### src/rtl/match_scorer.sv
// rtl/match_scorer.sv - two-team set/match scorer with frozen set-end display and optional one-deep undo
//
// Purpose : counts points per set, awards sets on (target, lead-by-2), freezes the final
//           set score for HOLD_CYCLES cycles, then starts the next set or declares a winner.
// Macro   : SCORER_UNDO_EN - when defined, keeps a one-deep record of the last accepted
//           point so iUNDO can revoke it; when undefined iUNDO is ignored and no record exists.
// Ports   : iCLK      - clock, rising edge
//           iRST      - asynchronous active-high reset
//           iPOINT1/2 - single-cycle point pulses per team
//           iUNDO     - single-cycle undo pulse (SCORER_UNDO_EN only)
//           oSCORE1/2 - points in the current set (0..99)
//           oSETS1/2  - sets won
//           oSET_END  - high while the finished set score is frozen
//           win1/win2 - match winner flags (mutually exclusive)

module match_scorer #(
    parameter int SET_POINTS   = 25,
    parameter int FINAL_POINTS = 15,
    parameter int SETS_TO_WIN  = 3,
    parameter int HOLD_CYCLES  = 50000000
) (
    input  logic       iCLK,
    input  logic       iRST,
    input  logic       iPOINT1,
    input  logic       iPOINT2,
    input  logic       iUNDO,
    output logic [6:0] oSCORE1,
    output logic [6:0] oSCORE2,
    output logic [1:0] oSETS1,
    output logic [1:0] oSETS2,
    output logic       oSET_END,
    output logic       win1,
    output logic       win2
);

    localparam int HOLD_W = (HOLD_CYCLES < 1) ? 1 : $clog2(HOLD_CYCLES + 1);
    localparam logic [HOLD_W-1:0] HOLD_LAST = HOLD_W'(HOLD_CYCLES - 1);
    localparam logic [2:0] FINAL_SUM = 3'(2 * SETS_TO_WIN - 2);
    localparam logic [6:0] SET_TGT   = 7'(SET_POINTS);
    localparam logic [6:0] FINAL_TGT = 7'(FINAL_POINTS);
    localparam logic [1:0] SETS_WIN  = 2'(SETS_TO_WIN);
    localparam logic [6:0] MAX_SCORE = 7'd99;

    typedef enum logic [1:0] {S_PLAY, S_SET_END, S_MATCH_END} state_t;

    state_t            r_state, w_state;
    logic [6:0]        r_score1, r_score2, w_score1, w_score2;
    logic [1:0]        r_sets1, r_sets2, w_sets1, w_sets2;
    logic [HOLD_W-1:0] r_hold, w_hold;
    logic              r_set_end, w_set_end;
    logic              r_win1, r_win2, w_win1, w_win2;

    logic       w_pt1, w_pt2;
    logic [6:0] w_target;
    logic       w_undo_hit;
    logic       w_undo_team;     // 0 = team 1, 1 = team 2
    logic       w_acc1, w_acc2;  // point accepted without ending the set
    logic       w_set_won;

    // Simultaneous pulses cancel each other.
    assign w_pt1 = iPOINT1 & ~iPOINT2;
    assign w_pt2 = iPOINT2 & ~iPOINT1;

    assign w_target = (({1'b0, r_sets1} + {1'b0, r_sets2}) == FINAL_SUM) ? FINAL_TGT : SET_TGT;

`ifdef SCORER_UNDO_EN
    logic r_undo_vld, r_undo_team;

    assign w_undo_hit  = iUNDO & r_undo_vld & (r_state == S_PLAY);
    assign w_undo_team = r_undo_team;

    // The record only ever describes a point that did not end a set.
    always_ff @(posedge iCLK or posedge iRST) begin
        if (iRST) begin
            r_undo_vld  <= 1'b0;
            r_undo_team <= 1'b0;
        end else if (r_state == S_PLAY) begin
            if (w_undo_hit || w_set_won) begin
                r_undo_vld <= 1'b0;
            end else if (w_acc1) begin
                r_undo_vld  <= 1'b1;
                r_undo_team <= 1'b0;
            end else if (w_acc2) begin
                r_undo_vld  <= 1'b1;
                r_undo_team <= 1'b1;
            end
        end
    end
`else
    logic w_unused_undo;

    assign w_undo_hit    = 1'b0;
    assign w_undo_team   = 1'b0;
    assign w_unused_undo = iUNDO;
`endif

    always_comb begin
        w_state   = r_state;
        w_score1  = r_score1;
        w_score2  = r_score2;
        w_sets1   = r_sets1;
        w_sets2   = r_sets2;
        w_hold    = r_hold;
        w_win1    = r_win1;
        w_win2    = r_win2;
        w_acc1    = 1'b0;
        w_acc2    = 1'b0;
        w_set_won = 1'b0;

        case (r_state)
            S_PLAY: begin
                if (w_undo_hit) begin
                    // A valid undo outranks any coincident point.
                    if (w_undo_team) begin
                        if (r_score2 != 7'd0) w_score2 = r_score2 - 7'd1;
                    end else begin
                        if (r_score1 != 7'd0) w_score1 = r_score1 - 7'd1;
                    end
                end else if (w_pt1 && (r_score1 != MAX_SCORE)) begin
                    w_score1 = r_score1 + 7'd1;
                    if ((w_score1 >= w_target) && (w_score1 >= r_score2 + 7'd2)) begin
                        w_sets1   = r_sets1 + 2'd1;
                        w_state   = S_SET_END;
                        w_hold    = '0;
                        w_set_won = 1'b1;
                    end else begin
                        w_acc1 = 1'b1;
                    end
                end else if (w_pt2 && (r_score2 != MAX_SCORE)) begin
                    w_score2 = r_score2 + 7'd1;
                    if ((w_score2 >= w_target) && (w_score2 >= r_score1 + 7'd2)) begin
                        w_sets2   = r_sets2 + 2'd1;
                        w_state   = S_SET_END;
                        w_hold    = '0;
                        w_set_won = 1'b1;
                    end else begin
                        w_acc2 = 1'b1;
                    end
                end
            end
            S_SET_END: begin
                if (r_hold == HOLD_LAST) begin
                    w_score1 = 7'd0;
                    w_score2 = 7'd0;
                    w_hold   = '0;
                    if (r_sets1 == SETS_WIN) begin
                        w_state = S_MATCH_END;
                        w_win1  = 1'b1;
                    end else if (r_sets2 == SETS_WIN) begin
                        w_state = S_MATCH_END;
                        w_win2  = 1'b1;
                    end else begin
                        w_state = S_PLAY;
                    end
                end else begin
                    w_hold = r_hold + 1'b1;
                end
            end
            S_MATCH_END: begin
                // Terminal until reset.
            end
            default: begin
                w_state = S_PLAY;
            end
        endcase

        w_set_end = (w_state == S_SET_END);
    end

    always_ff @(posedge iCLK or posedge iRST) begin
        if (iRST) begin
            r_state   <= S_PLAY;
            r_score1  <= 7'd0;
            r_score2  <= 7'd0;
            r_sets1   <= 2'd0;
            r_sets2   <= 2'd0;
            r_hold    <= '0;
            r_set_end <= 1'b0;
            r_win1    <= 1'b0;
            r_win2    <= 1'b0;
        end else begin
            r_state   <= w_state;
            r_score1  <= w_score1;
            r_score2  <= w_score2;
            r_sets1   <= w_sets1;
            r_sets2   <= w_sets2;
            r_hold    <= w_hold;
            r_set_end <= w_set_end;
            r_win1    <= w_win1;
            r_win2    <= w_win2;
        end
    end

    assign oSCORE1  = r_score1;
    assign oSCORE2  = r_score2;
    assign oSETS1   = r_sets1;
    assign oSETS2   = r_sets2;
    assign oSET_END = r_set_end;
    assign win1     = r_win1;
    assign win2     = r_win2;

endmodule
### config.mk
export PLATFORM = sky130hd
export DESIGN_NAME = match_scorer
export DESIGN_NICKNAME = d
export VERILOG_FILES = /design/src/rtl/match_scorer.sv
export SDC_FILE = /design/constraint.sdc
export NUM_CORES = 1
export LEC_CHECK = 0
export CAP_MARGIN = 40
export CORE_ASPECT_RATIO = 0.9
export CORE_MARGIN = 2
export CORE_UTILIZATION = 40
export CTS_BUF_LIST = sky130_fd_sc_hd__clkbuf_4 sky130_fd_sc_hd__clkbuf_8
export CTS_CLUSTER_SIZE = 20
export DETAILED_ROUTE_END_ITERATION = 12
export PLACE_DENSITY_LB_ADDON = 0.05
export SYNTH_ARGS = -nofsm -noshare
export SYNTH_HDL_FRONTEND = slang
export SYNTH_SLANG_ARGS = --single-unit
### constraint.sdc
create_clock -name iCLK -period 4.05 [get_ports iCLK]
set_clock_uncertainty 0.2 [all_clocks]
set_input_delay 0.6075 -clock iCLK [delete_from_list [all_inputs] [get_ports iCLK]]
set_output_delay 0.6075 -clock iCLK [all_outputs]
set_load 0.01 [all_outputs]
m3.png
(4 px per um)
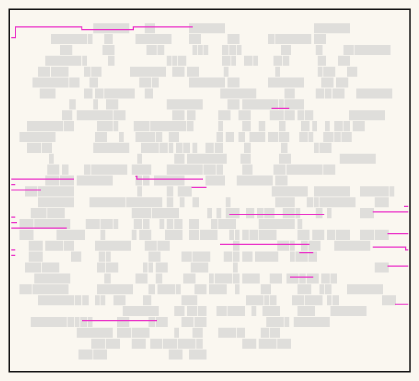
longest straight run: 23.5 um
nets with wire on the layer: 21
share of all routed wire: 2.9%
wire length on this layer: 218 um
main direction: horizontal
detailed-route via count: 2,606
Total Wirelength: 7418 um
met3 Resource Use GR: 3.188%

clock_wires.png
(4 px per um)
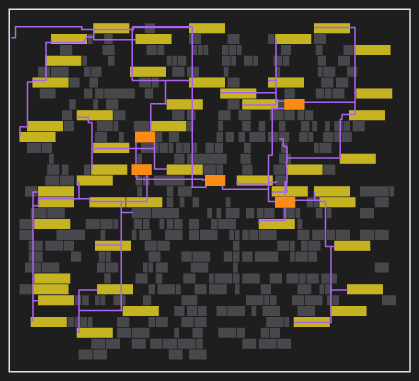
[yellow] flip-flops | count: 49
[purple] clock wires | length: 706 um
[orange] clock-net drivers | count: 5
routed clock nets: 6
flops lie: all over the die
Clock power frac: 38.3%
clk_lat worst skew: 0.31 ns
Clk power: 315 uW

[routing by layer]
metal  part of all wire [%]  routed length [um]
met1                     55                4116
met2                     41                3043
met3                    2.9                 218
met4                   0.54                  40
met5                      0                   0
[worst paths after layout]
path,startpoint,end,slack [ns],cells past startpoint
max in group asynchronous,iRST,oSCORE1[4],2.78,3
worst min register to register,win1,win1,0.27,1
worst max register to register,oSETS1[0],r_hold[11],0.28,14
worst min-delay path,win1,win1,0.27,1
min in group asynchronous,iRST,r_hold[16],0.37,2
worst max-delay path,oSETS1[0],r_hold[11],0.28,14
[power by group through the flow]
| stage | logic (uW) | clock network [uW] | registers [uW] |
|---|---|---|---|
| 2_1_floorplan | 9.34 | 0 | 499 |
| 4_1_cts | 19.3 | 330 | 489 |
| 3_3_place_gp | 16.7 | 0 | 499 |
| 6_report | 18.2 | 315 | 489 |
| 5_1_grt | 21.5 | 349 | 489 |
| 3_5_place_dp | 19.3 | 0 | 498 |
[metrics by stage]
step           total power, uW  utilization (%)  instance area [sq um]  setup slack, ns  hold slack, ns
2_1_floorplan            507.9                -                   3304           0.5310          0.2710
6_report                 822.3            46.83                   3760           0.2804          0.2671
3_5_place_dp             517.8            45.60                   3661           0.3063          0.2452
3_3_place_gp             515.2            44.87                   3602         -0.02830          0.2504
4_1_cts                  838.5            46.83                   3760           0.2536          0.2751
5_1_grt                  859.7            46.83                   3760          0.01571          0.3043
[flip-flops by register name, indices dropped and copies added (netlist names)]
register and flops:
oSCORE1 7, oSCORE2 7, oSETS1 2, oSETS2 2, oSET_END 1, r_hold 26
r_state 2, win1 1, win2 1
[critical path: cells and delay by family (launching register included)]
family                   cells  cell delay (ns)
AND/OR/NAND/NOR              3             0.45
AND-OR/OR-AND                4             0.97
flip-flops                   1             0.45
buffers and inverters        3             0.47
adder cells (fa/ha/maj)      4             1.18
[kinds of logic after synthesis]
logic type      after synthesis  synth area share, %
simple gates                131                22.68
buf+inv                      27                4.051
fa+ha+maj                    26                10.03
compound gates               83                18.18
flops                        49                37.11
mux                           4                1.363
xor+xnor                     24                6.588
[final cells by class]
cell class,count,area (sq um)
sequential,49,1226
clock inverter,2,16.27
fill,752,4269
tap,99,123.9
timing repair buffer,29,314.1
clock buffer,6,82.58
inverter,14,52.55
multi-input combinational,268,1944
[placed cells by master (no fill, tap or decap), types with 2 or more instances in the layout]
cell type,synthesis,layout
o31ai_1,6,6
nor3_1,12,12
buf_4,3,2
xnor2_1,10,10
and2_1,2,2
ha_1,24,24
o22a_1,2,2
nand3_1,18,18
or2_2,2,2
nor2_1,15,15
a21o_1,10,10
o2bb2ai_1,5,5
a31oi_1,3,3
a21oi_1,8,8
and4_1,2,2
inv_1,14,13
mux2_2,4,4
nor4b_1,3,3
nor3_2,2,2
nor3b_1,5,5
clkdlybuf4s50_1,0,24
dfrtp_1,49,49
nand2_1,32,32
nand2b_1,3,3
o21a_1,4,4
or3_1,2,2
xor2_1,13,13
a22o_1,9,9
nand4_1,8,8
a211o_1,8,8
o21ai_0,20,20
clkbuf_8,0,6
and3_1,14,14
==> flow_metrics.py <==
# Flow results
metrics = {
    "synthesis": {
        "netlist.area_leader.share_pct": 37.11,
        "async_reset_ff_share_pct": 100.0,
        "yosys_warnings": 0,
        "edf_count": 0,
        "ys_seq_share_pct": 37.11,
        "synthesis.area_sq_um": 3304,
        "yosysTopAreaCell": "dfrtp_1",
        "avgSynthCellArea_sq_um": 9.606,
        "synth_cells": 344,
        "ys.flop_type": "dfrtp_1",
        "synthTopCellsByArea": "dfrtp_1 37%, ha_1 9.1%, nand2_1 3.6%",
        "syn-num-nets": 374,
        "netlist-cell-type-count": 56,
        "synth-area-yosys_sq_um": 3304,
        "yosysCellCount": 344,
        "most_common_cell": "dfrtp_1",
        "yosys-top-cells-count": "49 x dfrtp_1, 32 x nand2_1, 24 x ha_1",
        "ys.flops": 49,
    },
    "worst_setup_path": {
        "cpPeakStageDelay_ns": 0.51,
        "cpMostUsedCell": "ha_1",
        "cp-end-kind": "flop",
        "start_kind": "flop",
        "worstSetupPathType": "flop to flop",
        "cp_data_required_time_ns": 4.10,
        "path_max_fanout": 18,
        "crit_chain": "ha_1 -> fa_1 -> nor3b_1 -> buf_4 -> inv_1 -> ha_1 -> a21oi_1 -> o2bb2ai_1 -> maj3_2 -> and3b_4 -> nor3b_4 -> o31ai_4 -> buf_16 -> o22a_1",
        "worstPathArrival_ns": 3.81,
        "slowest_stage": "o31ai_4",
    },
    "route": {
        "via_per_inst": 5.580,
        "antenna_left": 0,
        "dr.first_iter.drc_count": 114,
        "wl_per_cell_um": 15.88,
        "drt_first_pass_iters": 4,
        "drc": 0,
    },
    "global_route": {
        "grt_max_degree": 38,
        "top_usage_layer": "met1",
        "grt-ovfl-total": 0,
        "grt_use_total_pct": 17.66,
        "grt_first_pass_wirelength_um": 12790,
        "gr-usage-met1_pct": 28.40,
        "grt_pass1_vias": 2469,
        "grt_use_met2_pct": 24.44,
        "grt_antenna_before_repair": 0,
    },
    "worst_hold_path": {
        "hold_path_class": "flop to flop",
    },
    "floorplan": {
        "die_w_um": 99.81,
        "die_h_um": 90.23,
        "core_util_floorplan_pct": 41.16,
        "dieArea_sq_um": 9005,
        "core_area_sq_um": 8029,
        "pin_count": 26,
        "rows": 31,
    },
    "power": {
        "p_seq_share_pct": 59.4,
        "power_density_nw_per_um2": 218.7,
        "power_frac_comb_pct": 2.2,
        "p_int_uw": 635.5,
        "netSwitchingFraction_pct": 22.72,
        "p_leak_uw": 0.001792,
        "power.net_switching_uw": 186.8,
        "peakVddDrop_uv": 133.8,
    },
    "clocking": {
        "cts_buffers": 5,
        "cts_hold_buf": 0,
        "post-cts-setup-buffer-count": 0,
        "cts_buffer_depth": 2,
        "root_buffer": "clkbuf_8",
        "cts_tree": "done",
        "path_clk_slew_ns": 0.10,
        "post_cts_resized": 0,
        "clock-sinks": 49,
        "htree_levels": 2,
    },
    "place": {
        "place_congestion": 0.7599,
        "dp_hpwl_um": 5470,
        "port_buffers": 24,
        "placedCellCount": 459,
    },
    "timing": {
        "fin_tns_setup_ns": 0,
        "max_freq_ghz": 0.2653,
        "period_needed_ns": 3.770,
        "hold_viol_final": 0,
        "max_slew_margin_pct": 56.82,
        "finalSetupViolCount": 0,
        "tightest_slew_ns": 0.6478,
        "drv_slew": 0,
        "finalCritPeriodShare_pct": 93.08,
        "rsz0062_at_grt": "no",
    },
    "final_layout": {
        "area_growth_pct": 13.78,
        "layoutNonFillerInstCount": 467,
        "diodes": 0,
        "nets": 397,
        "drive_above_1_share_pct": 8.967,
    },
    "flow_run": {
        "max_cap_violations": 0,
        "warnings": 27,
    },
    "outcome": {
        "status": "completed",
    },
}
No activity file was given, so power comes from the tool's default toggle rates.
